$ cat src/rtl/rv2t_pipeline_controller_if.sv
// Handshake and status bundle between the RV2T core datapath and its pipeline controller.
interface rv2t_pipeline_controller_if;
    localparam int unsigned INSTRET_W = 32;
    localparam int unsigned STATE_W   = 3;

    logic                 sync_reset;
    logic                 start;
    logic                 fetch_done;
    logic                 ctl_LOAD;
    logic                 ctl_STORE;
    logic                 ctl_MUL_DIV_FUNCT3;
    logic                 ctl_WFI;
    logic                 mem_done;
    logic                 mul_div_done;
    logic                 exception;
    logic                 interrupt_pending;

    logic                 fetch_enable;
    logic                 decode_enable;
    logic                 exe_enable;
    logic                 mem_enable;
    logic                 mul_div_enable;
    logic                 wb_enable;
    logic                 trap_enter;
    logic                 core_sleep;
    logic [INSTRET_W-1:0] instret;
    logic [STATE_W-1:0]   state_out;

    // Datapath side: issues completions and decoded flags, consumes stage pulses.
    modport master (
        output sync_reset, start, fetch_done,
        output ctl_LOAD, ctl_STORE, ctl_MUL_DIV_FUNCT3, ctl_WFI,
        output mem_done, mul_div_done, exception, interrupt_pending,
        input  fetch_enable, decode_enable, exe_enable, mem_enable,
        input  mul_div_enable, wb_enable, trap_enter, core_sleep,
        input  instret, state_out
    );

    // Controller side.
    modport slave (
        input  sync_reset, start, fetch_done,
        input  ctl_LOAD, ctl_STORE, ctl_MUL_DIV_FUNCT3, ctl_WFI,
        input  mem_done, mul_div_done, exception, interrupt_pending,
        output fetch_enable, decode_enable, exe_enable, mem_enable,
        output mul_div_enable, wb_enable, trap_enter, core_sleep,
        output instret, state_out
    );
endinterface

$ cat src/rtl/rv2t_pipeline_controller.sv
// Multi-cycle RV2T pipeline sequencer: walks each instruction through FETCH..WB,
// handles memory/mul-div stalls, traps, WFI sleep and the retired-instruction counter.
module rv2t_pipeline_controller (
    input  logic                          clk,
    input  logic                          reset,
    rv2t_pipeline_controller_if.slave     bus
);
    localparam int unsigned INSTRET_W = 32;

    typedef enum logic [2:0] {
        IDLE   = 3'd0,
        FETCH  = 3'd1,
        DECODE = 3'd2,
        EXEC   = 3'd3,
        MEM    = 3'd4,
        MULDIV = 3'd5,
        WB     = 3'd6,
        TRAP   = 3'd7
    } state_t;

    state_t                 state_q;
    state_t                 state_d;
    logic                   sleep_q;
    logic                   sleep_d;

    logic                   fetch_en_q;
    logic                   decode_en_q;
    logic                   exe_en_q;
    logic                   mem_en_q;
    logic                   mul_div_en_q;
    logic                   wb_en_q;
    logic                   trap_q;
    logic                   core_sleep_q;
    logic [INSTRET_W-1:0]   instret_q;

    logic                   fetch_en_c;
    logic                   decode_en_c;
    logic                   exe_en_c;
    logic                   mem_en_c;
    logic                   mul_div_en_c;
    logic                   wb_en_c;
    logic                   trap_c;
    logic                   core_sleep_c;

    // State and sleep-flag register.
    always_ff @(posedge clk or posedge reset) begin
        if (reset) begin
            state_q <= IDLE;
            sleep_q <= 1'b0;
        end else begin
            state_q <= state_d;
            sleep_q <= sleep_d;
        end
    end

    // Next-state selection; sync_reset overrides everything.
    always_comb begin
        state_d = state_q;
        sleep_d = sleep_q;
        if (bus.sync_reset) begin
            state_d = IDLE;
            sleep_d = 1'b0;
        end else begin
            unique case (state_q)
                IDLE: begin
                    if (bus.start) state_d = FETCH;
                end
                FETCH: begin
                    if (bus.fetch_done) state_d = DECODE;
                end
                DECODE: state_d = EXEC;
                EXEC: begin
                    sleep_d = 1'b0;
                    if (bus.exception) begin
                        state_d = TRAP;
                    end else if (bus.ctl_LOAD || bus.ctl_STORE) begin
                        state_d = MEM;
                    end else if (bus.ctl_MUL_DIV_FUNCT3) begin
                        state_d = MULDIV;
                    end else if (bus.ctl_WFI) begin
                        state_d = WB;
                        sleep_d = 1'b1;
                    end else begin
                        state_d = WB;
                    end
                end
                MEM: begin
                    // A fault reported together with mem_done still wins.
                    if (bus.exception)     state_d = TRAP;
                    else if (bus.mem_done) state_d = WB;
                end
                MULDIV: begin
                    if (bus.mul_div_done) state_d = WB;
                end
                WB: begin
                    if (bus.interrupt_pending) begin
                        state_d = TRAP;
                        sleep_d = 1'b0;
                    end else if (!sleep_q) begin
                        state_d = FETCH;
                    end
                end
                TRAP: begin
                    state_d = FETCH;
                    sleep_d = 1'b0;
                end
                default: begin
                    state_d = IDLE;
                    sleep_d = 1'b0;
                end
            endcase
        end
    end

    // Pulses are looked ahead from the transition so they land registered on the entry cycle.
    always_comb begin
        fetch_en_c   = (state_d == FETCH)  && (state_q != FETCH);
        decode_en_c  = (state_d == DECODE);
        exe_en_c     = (state_d == EXEC);
        mem_en_c     = (state_d == MEM)    && (state_q != MEM);
        mul_div_en_c = (state_d == MULDIV) && (state_q != MULDIV);
        wb_en_c      = (state_d == WB)     && (state_q != WB);
        trap_c       = (state_d == TRAP);
        core_sleep_c = (state_d == WB)     && (state_q == WB) && sleep_q;
    end

    // Registered outputs and retirement counter; sync_reset leaves instret alone.
    always_ff @(posedge clk or posedge reset) begin
        if (reset) begin
            fetch_en_q   <= 1'b0;
            decode_en_q  <= 1'b0;
            exe_en_q     <= 1'b0;
            mem_en_q     <= 1'b0;
            mul_div_en_q <= 1'b0;
            wb_en_q      <= 1'b0;
            trap_q       <= 1'b0;
            core_sleep_q <= 1'b0;
            instret_q    <= '0;
        end else begin
            fetch_en_q   <= fetch_en_c;
            decode_en_q  <= decode_en_c;
            exe_en_q     <= exe_en_c;
            mem_en_q     <= mem_en_c;
            mul_div_en_q <= mul_div_en_c;
            wb_en_q      <= wb_en_c;
            trap_q       <= trap_c;
            core_sleep_q <= core_sleep_c;
            instret_q    <= instret_q + INSTRET_W'(wb_en_c);
        end
    end

    assign bus.fetch_enable   = fetch_en_q;
    assign bus.decode_enable  = decode_en_q;
    assign bus.exe_enable     = exe_en_q;
    assign bus.mem_enable     = mem_en_q;
    assign bus.mul_div_enable = mul_div_en_q;
    assign bus.wb_enable      = wb_en_q;
    assign bus.trap_enter     = trap_q;
    assign bus.core_sleep     = core_sleep_q;
    assign bus.instret        = instret_q;
    assign bus.state_out      = state_q;

endmodule

$ cat src/flat_wrapper.sv
// flat-port wrapper written by rule: the top's interface ports become plain ports
module rv2t_pipeline_controller_flat 
  (clk, reset, bus_sync_reset, bus_start, bus_fetch_done, bus_ctl_LOAD, bus_ctl_STORE, bus_ctl_MUL_DIV_FUNCT3, bus_ctl_WFI, bus_mem_done, bus_mul_div_done, bus_exception, bus_interrupt_pending, bus_fetch_enable, bus_decode_enable, bus_exe_enable, bus_mem_enable, bus_mul_div_enable, bus_wb_enable, bus_trap_enter, bus_core_sleep, bus_instret, bus_state_out);
  rv2t_pipeline_controller_if bus_i ();
  input  logic clk;
  input  logic reset;
  input wire logic [$bits(bus_i.sync_reset)-1:0] bus_sync_reset;
  input wire logic [$bits(bus_i.start)-1:0] bus_start;
  input wire logic [$bits(bus_i.fetch_done)-1:0] bus_fetch_done;
  input wire logic [$bits(bus_i.ctl_LOAD)-1:0] bus_ctl_LOAD;
  input wire logic [$bits(bus_i.ctl_STORE)-1:0] bus_ctl_STORE;
  input wire logic [$bits(bus_i.ctl_MUL_DIV_FUNCT3)-1:0] bus_ctl_MUL_DIV_FUNCT3;
  input wire logic [$bits(bus_i.ctl_WFI)-1:0] bus_ctl_WFI;
  input wire logic [$bits(bus_i.mem_done)-1:0] bus_mem_done;
  input wire logic [$bits(bus_i.mul_div_done)-1:0] bus_mul_div_done;
  input wire logic [$bits(bus_i.exception)-1:0] bus_exception;
  input wire logic [$bits(bus_i.interrupt_pending)-1:0] bus_interrupt_pending;
  output wire logic [$bits(bus_i.fetch_enable)-1:0] bus_fetch_enable;
  output wire logic [$bits(bus_i.decode_enable)-1:0] bus_decode_enable;
  output wire logic [$bits(bus_i.exe_enable)-1:0] bus_exe_enable;
  output wire logic [$bits(bus_i.mem_enable)-1:0] bus_mem_enable;
  output wire logic [$bits(bus_i.mul_div_enable)-1:0] bus_mul_div_enable;
  output wire logic [$bits(bus_i.wb_enable)-1:0] bus_wb_enable;
  output wire logic [$bits(bus_i.trap_enter)-1:0] bus_trap_enter;
  output wire logic [$bits(bus_i.core_sleep)-1:0] bus_core_sleep;
  output wire logic [$bits(bus_i.instret)-1:0] bus_instret;
  output wire logic [$bits(bus_i.state_out)-1:0] bus_state_out;
  assign bus_i.sync_reset = bus_sync_reset;
  assign bus_i.start = bus_start;
  assign bus_i.fetch_done = bus_fetch_done;
  assign bus_i.ctl_LOAD = bus_ctl_LOAD;
  assign bus_i.ctl_STORE = bus_ctl_STORE;
  assign bus_i.ctl_MUL_DIV_FUNCT3 = bus_ctl_MUL_DIV_FUNCT3;
  assign bus_i.ctl_WFI = bus_ctl_WFI;
  assign bus_i.mem_done = bus_mem_done;
  assign bus_i.mul_div_done = bus_mul_div_done;
  assign bus_i.exception = bus_exception;
  assign bus_i.interrupt_pending = bus_interrupt_pending;
  assign bus_fetch_enable = bus_i.fetch_enable;
  assign bus_decode_enable = bus_i.decode_enable;
  assign bus_exe_enable = bus_i.exe_enable;
  assign bus_mem_enable = bus_i.mem_enable;
  assign bus_mul_div_enable = bus_i.mul_div_enable;
  assign bus_wb_enable = bus_i.wb_enable;
  assign bus_trap_enter = bus_i.trap_enter;
  assign bus_core_sleep = bus_i.core_sleep;
  assign bus_instret = bus_i.instret;
  assign bus_state_out = bus_i.state_out;
  rv2t_pipeline_controller u_core (.clk(clk), .reset(reset), .bus(bus_i));
endmodule
$ cat config.mk
export PLATFORM = sky130hd
export DESIGN_NAME = rv2t_pipeline_controller_flat
export DESIGN_NICKNAME = d
export VERILOG_FILES = /design/src/rtl/rv2t_pipeline_controller_if.sv /design/src/rtl/rv2t_pipeline_controller.sv /design/src/flat_wrapper.sv
export SDC_FILE = /design/constraint.sdc
export NUM_CORES = 1
export LEC_CHECK = 0
export CAP_MARGIN = 10
export CORE_AREA = 2 2 97 62
export DETAILED_ROUTE_END_ITERATION = 10
export DIE_AREA = 0 0 99 64
export MAX_ROUTING_LAYER = met4
export PLACE_DENSITY = 0.66
export SETUP_SLACK_MARGIN = 0.5
export SLEW_MARGIN = 30
export SYNTH_ARGS = -nofsm -noshare
export SYNTH_HDL_FRONTEND = slang
export SYNTH_SLANG_ARGS = --single-unit
export TNS_END_PERCENT = 10
$ cat constraint.sdc
create_clock -name clk -period 3.8 [get_ports clk]
set_input_delay 0.76 -clock clk [delete_from_list [all_inputs] [get_ports clk]]
set_output_delay 0.76 -clock clk [all_outputs]
set_load 0.05 [all_outputs]
Run 1, track usage over the die:
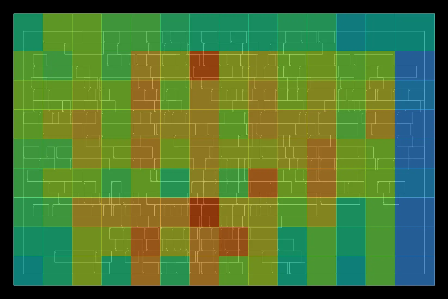
Top Usage Layer GRT: met1
Final Util: 56.12%
grt met3 use: 4.595%
drt wl/cell: 14.99 µm
met2 Track Usage GR: 23.56%

Run 1, sequential cells grouped by signal name:
The bar under the picture is 20 µm long.
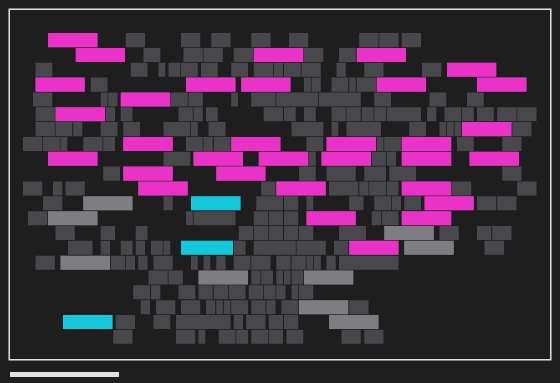
Key: cyan = u_core.bus.state_out [placed flops 3]; magenta = u_core.bus.instret [placed flops 32]
Another 9 sequential cells are not colored.
Reg area: 0.001102 mm²
sequential power: 486 µW

Run 1, nets reached from selected ports:
The bar under the picture is 20 µm long.
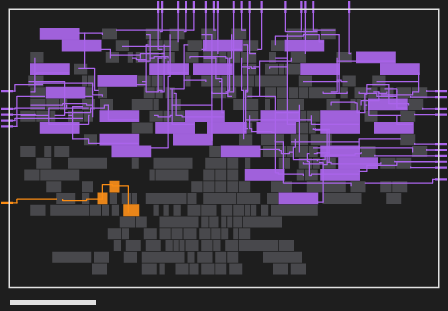
Key: orange = bus_mul_div_done [direction input, end cells 3, wire 36.9 µm]; purple = bus_instret [direction output, end cells 32, wire 1300 µm]
IO Count: 56
# port buffers: 55

==> Slide: Implementation Results, run 1 <==
Key Metrics from the Run

Run status
  – Status: finished clean

Yosys
  – Area reported by Yosys stat: 0.002100 mm²
  – Ys async rst share: 100.0%
  – Synth Area per Inst: 11.60 µm²
  – Cell total in the yosys stat output: 181
  – Top cells by area: dfrtp_1 52%, xnor2_1 10%, nand3_1 3.3%
  – Main synth FF type: dfrtp_1
  – Mapped Cells: 181
  – Dominant cell area share: 52.44%

Setup path
  – Crit Path Class: input pin to flop
  – CP Capture Type: flop
  – Worst-path fanout max: 2
  – CP arrival: 3.51 ns

Detailed routing
  – Remaining antenna violation count: 0
  – Router iterations before antenna repair: 4
  – DR iter-0 viols: 118

Clocking
  – CTS tree: yes
  – Max Buffers Root-to-Sink: 2
  – Clock Latency Late Sink: 0.29 ns

Final layout
  – MI comb area: 983.4 µm²
  – CLK BUF: 6
  – Data buffer area share: 24.05%

Timing
  – Endpoints failing hold: 0
  – Least-Margin Pin Slew: 0.5163 ns
  – FMAX: 0.2972 GHz
  – Unrepaired setup endpoints after global routing: yes

GRT
  – Overflow after GRT: 0
  – First-pass GRT wire length: 8390 µm
  – Total GRT Usage: 17.41%

Die
  – Core ar.: 0.005386 mm²

Power and ir drop
  – PD cells: 319.9 mW/mm²
  – Maximum VDD drop: 0.0001332 V

Flow run
  – Max cap viols: 0

Place
  – Placement Setup Slack: -0.02261 ns
==> run 1: synth_stat cells, types with 2 or more instances <==
cell	count
nor4_4	3
nand3_1	14
nand3_4	2
nand4_1	5
xnor2_1	25
ha_1	2
a21oi_1	5
and4_1	3
nor3_1	8
buf_2	3
and3_1	5
nor3b_1	3
xor2_1	5
and3b_1	2
dfrtp_1	44
nand2_1	14
nor2_1	11
nand2b_1	2
inv_1	4
==> run 1: final timing paths <==
path,start,slack [ns],depth (start not counted),endpoint
worst max-delay path,bus_fetch_done,0.44,20,u_core.bus.mul_div_enable
worst min-delay path,u_core.bus.instret[31],0.47,1,u_core.bus.instret[31]
worst max register to register,u_core.bus.state_out[0],0.65,19,u_core.bus.mul_div_enable
worst min register to register,u_core.bus.instret[31],0.47,1,u_core.bus.instret[31]
max in group asynchronous,reset,2.41,3,u_core.bus.fetch_enable
min in group asynchronous,reset,0.80,2,u_core.bus.instret[16]
==> run 1: metrics by stage <==
stage | utilization, % | std cells
CTS | 56.05 | 332
global placement | 50.87 | 305
detailed placement | 50.89 | 305
floorplan | - | 181
finish | 56.12 | 332
global route | 56.12 | 332
==> run 1: sequential cells by signal (all words and copies together) (netlist names) <==
register	flops
u_core.bus.core_sleep	1
u_core.sleep_q	1
u_core.bus.wb_enable	1
u_core.bus.fetch_enable	1
u_core.bus.decode_enable	1
u_core.bus.mul_div_enable	1
u_core.bus.exe_enable	1
u_core.bus.instret	32
u_core.bus.state_out	3
u_core.bus.mem_enable	1
u_core.bus.trap_enter	1
==> run 1: power by group <==
| group | internal (µW) | leakage [µW] | total [µW] | switching [µW] |
|---|---|---|---|---|
| combinational | 64.9 | 0.000658 | 136 | 70.9 |
| clock | 195 | 0.0000552 | 346 | 151 |
| sequential | 475 | 0.000610 | 486 | 10.5 |
| total | 735 | 0.00132 | 967 | 232 |
==> run 1: logic make-up after synthesis <==
group / Yosys count / share of synthesized area (%)
AND/OR/NAND/NOR: 79 / 23.90
multiplexers: 1 / 0.4768
flip-flops: 44 / 52.44
XOR/XNOR: 30 / 12.51
adder cells (fa/ha/maj): 2 / 1.192
buffers and inverters: 9 / 2.324
AND-OR/OR-AND: 16 / 7.152
==> run 1: critical path, cell delays in order <==
cell	delay [ns]
clkdlybuf4s50_1	0.51
mux2i_1	0.08
a21oi_1	0.20
o22ai_1	0.11
buf_4	0.16
buf_4	0.12
buf_4	0.12
buf_4	0.12
buf_4	0.12
buf_4	0.12
buf_4	0.13
buf_4	0.12
buf_4	0.12
buf_4	0.12
buf_4	0.13
buf_4	0.13
buf_4	0.12
buf_4	0.12
nand2_2	0.06
a311oi_2	0.04
==> run 1: repair_timing <==
action | 4_1_cts | 5_1_grt
setup endpoints to repair | 20 | 21
cloned | 0 | 0
buffers inserted | 19 | 0
resized | 14 | 2
hold buffers | 0 | 0
pin swaps | 9 | 3
==> run 1: per-layer routing <==
metal	up-vias	share of wire, %	wire length (µm)	track usage (%)
li1	797	-	-	-
met1	763	50	2507	26.14
met2	53	43	2138	23.56
met3	4	6.1	306	4.595
met4	0	0.46	23	3.596
met5	-	0	0	-
--- run 2 (diff from run 1) ---
==> constraint.sdc (replaced) <==
create_clock -name clk -period 3.8 [get_ports clk]
set_input_delay 0.38 -clock clk [delete_from_list [all_inputs] [get_ports clk]]
set_output_delay 0.38 -clock clk [all_outputs]
set_load 0.05 [all_outputs]
Run 2, gate-type map:
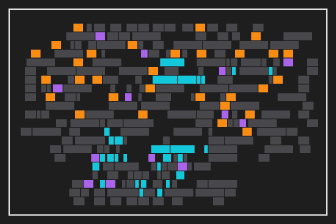
Key: purple = AND and OR gates [cells 13]; cyan = NOR gates [cells 28]; orange = XOR/XNOR gates [cells 30]
final std cells w/o fill: 311
Commonest Layout Cell: clkdlybuf4s50_1

==> Slide: Implementation Results, run 2 <==
Key Metrics from the Run

GRT
  – Total GRT Usage: 15.85% (-1.6 points)
  – Overflow after GRT: 0 (unchanged)
  – First-pass GRT wire length: 7617 µm (-9.2%)

Yosys
  – Mapped Cells: 181 (unchanged)
  – Ys async rst share: 100.0% (unchanged)
  – Synth Area per Inst: 11.60 µm² (unchanged)
  – Area reported by Yosys stat: 0.002100 mm² (unchanged)
  – Main synth FF type: dfrtp_1
  – Cell total in the yosys stat output: 181 (unchanged)
  – Dominant cell area share: 52.44% (unchanged)
  – Top cells by area: dfrtp_1 52%, xnor2_1 10%, nand3_1 3.3%
  – Synth top cell by count: dfrtp_1

Setup path
  – CP max stage delay: 0.45 ns (-0.06 ns)
  – Crit path launch: bus_interrupt_pending
  – Worst path bufs/invs: 2 (-13)
  – Cell at the slowest stage of the critical path: clkdlybuf4s50_1
  – CP Capture Type: flop
  – Worst path cell trace: clkdlybuf4s50_1 -> or3b_1 -> a21oi_1 -> o22ai_1 -> and2_1 -> nor3_4 -> ha_2 -> and3_1 -> nand3_1 -> nor2_1 -> buf_4 -> nand4_1 -> xnor2_1
  – CP arrival: 3.23 ns (-0.28 ns)
  – Crit Path Class: input pin to flop

Final layout
  – Max reg flops: 32 (unchanged)

Clocking
  – CTS tree: yes
  – Max Buffers Root-to-Sink: 2 (unchanged)

Detailed routing
  – Drt wl/cell: 14.36 µm (-4.2%)
  – Remaining antenna violation count: 0 (unchanged)

Timing
  – Endpoints failing hold: 0 (unchanged)
  – FMAX: 0.3277 GHz (+10%)
  – Least-Margin Pin Slew: 0.5497 ns (+0.03336 ns)

Place
  – Placed cells: 303 (-0.66%)
  – # port buffers: 55 (unchanged)
  – Placement Setup Slack: 0.2044 ns (+0.2270 ns)

Run status
  – Status: finished clean

Die
  – IO Count: 56 (unchanged)

Min path
  – Hold Crit Start: u_core.bus.instret[31]

Flow run
  – Max cap viols: 0 (unchanged)

Power and ir drop
  – Maximum VDD drop: 0.0001286 V (-3.4%)
[run 2: layout make-up]
class	count	area [µm²]
clock buffer	6	72.57
fill	476	2551
sequential	44	1104
tap	69	86.33
clock inverter	1	5.005
timing repair buffer	59	580.6
multi-input combinational	128	972.2
inverter	4	15.01
[run 2: path summary, 6_finish.rpt]
check                                          endpoint  slack [ns]  cells past startpoint
worst max-delay path             u_core.bus.instret[23]        0.75                     13
worst max register to register   u_core.bus.instret[23]        0.76                     12
min in group asynchronous        u_core.bus.instret[18]        0.52                      3
worst min-delay path             u_core.bus.instret[31]        0.48                      1
worst min register to register   u_core.bus.instret[31]        0.48                      1
max in group asynchronous       u_core.bus.state_out[0]        2.87                      3
[run 2: cell families (layout without fill, tap and decap cells)]
logic type      after synthesis  count (layout)  share of synthesized area [%]
compound gates               16              16                          7.152
xor+xnor                     30              30                          12.51
fa+ha+maj                     2               2                          1.192
buf+inv                       9              70                          2.324
flops                        44              44                          52.44
mux                           1               1                         0.4768
simple gates                 79              79                          23.90
[run 2: metrics by stage]
step	hold WS, ns	utilization (%)	instance area, µm²	total power [µW]
floorplan	0.4441	-	2100	551.6
global placement	0.4642	50.59	2725	590.1
detailed placement	0.4742	50.59	2725	590.2
CTS	0.4867	52.13	2808	861.7
global route	0.5121	52.64	2835	898.4
finish	0.4842	52.64	2835	850.3
[run 2: power by group]
part	leakage, µW	switching, µW	internal [µW]	total (µW)
sequential	0.000608	10.4	475	486
clock	0.0000410	144	125	269
combinational	0.000545	59.0	36.9	95.9
total	0.00119	213	637	850
[run 2: what timing repair did]
| item | CTS | global route |
|---|---|---|
| endpoints found under the hold margin | 0 | 0 |
| setup endpoints to repair | 4 | 18 |
| setup buffers | 0 | 1 |
| pin swaps | 0 | 1 |
| gates resized | 1 | 6 |
| hold buffers | 0 | 0 |
[run 2: worst reg2reg max path, stage by stage, from the launching register on]
cell and delay, ns:
dfrtp_2 0.50, or3b_1 0.41, a21oi_1 0.16, o22ai_1 0.13, and2_1 0.28, nor3_4 0.22, ha_2 0.23, and3_1 0.23
nand3_1 0.16, nor2_1 0.15, buf_4 0.18, nand4_1 0.12, xnor2_1 0.15
[run 2: layer usage]
metal | vias to the layer above | part of all wire (%) | track usage (%)
li1 | 755 | - | -
met1 | 720 | 57 | 26.21
met2 | 40 | 37 | 18.33
met3 | 5 | 4.7 | 3.939
met4 | 0 | 0.65 | 4.110
met5 | - | 0 | -
No activity file was given, so power comes from the tool's default toggle rates.
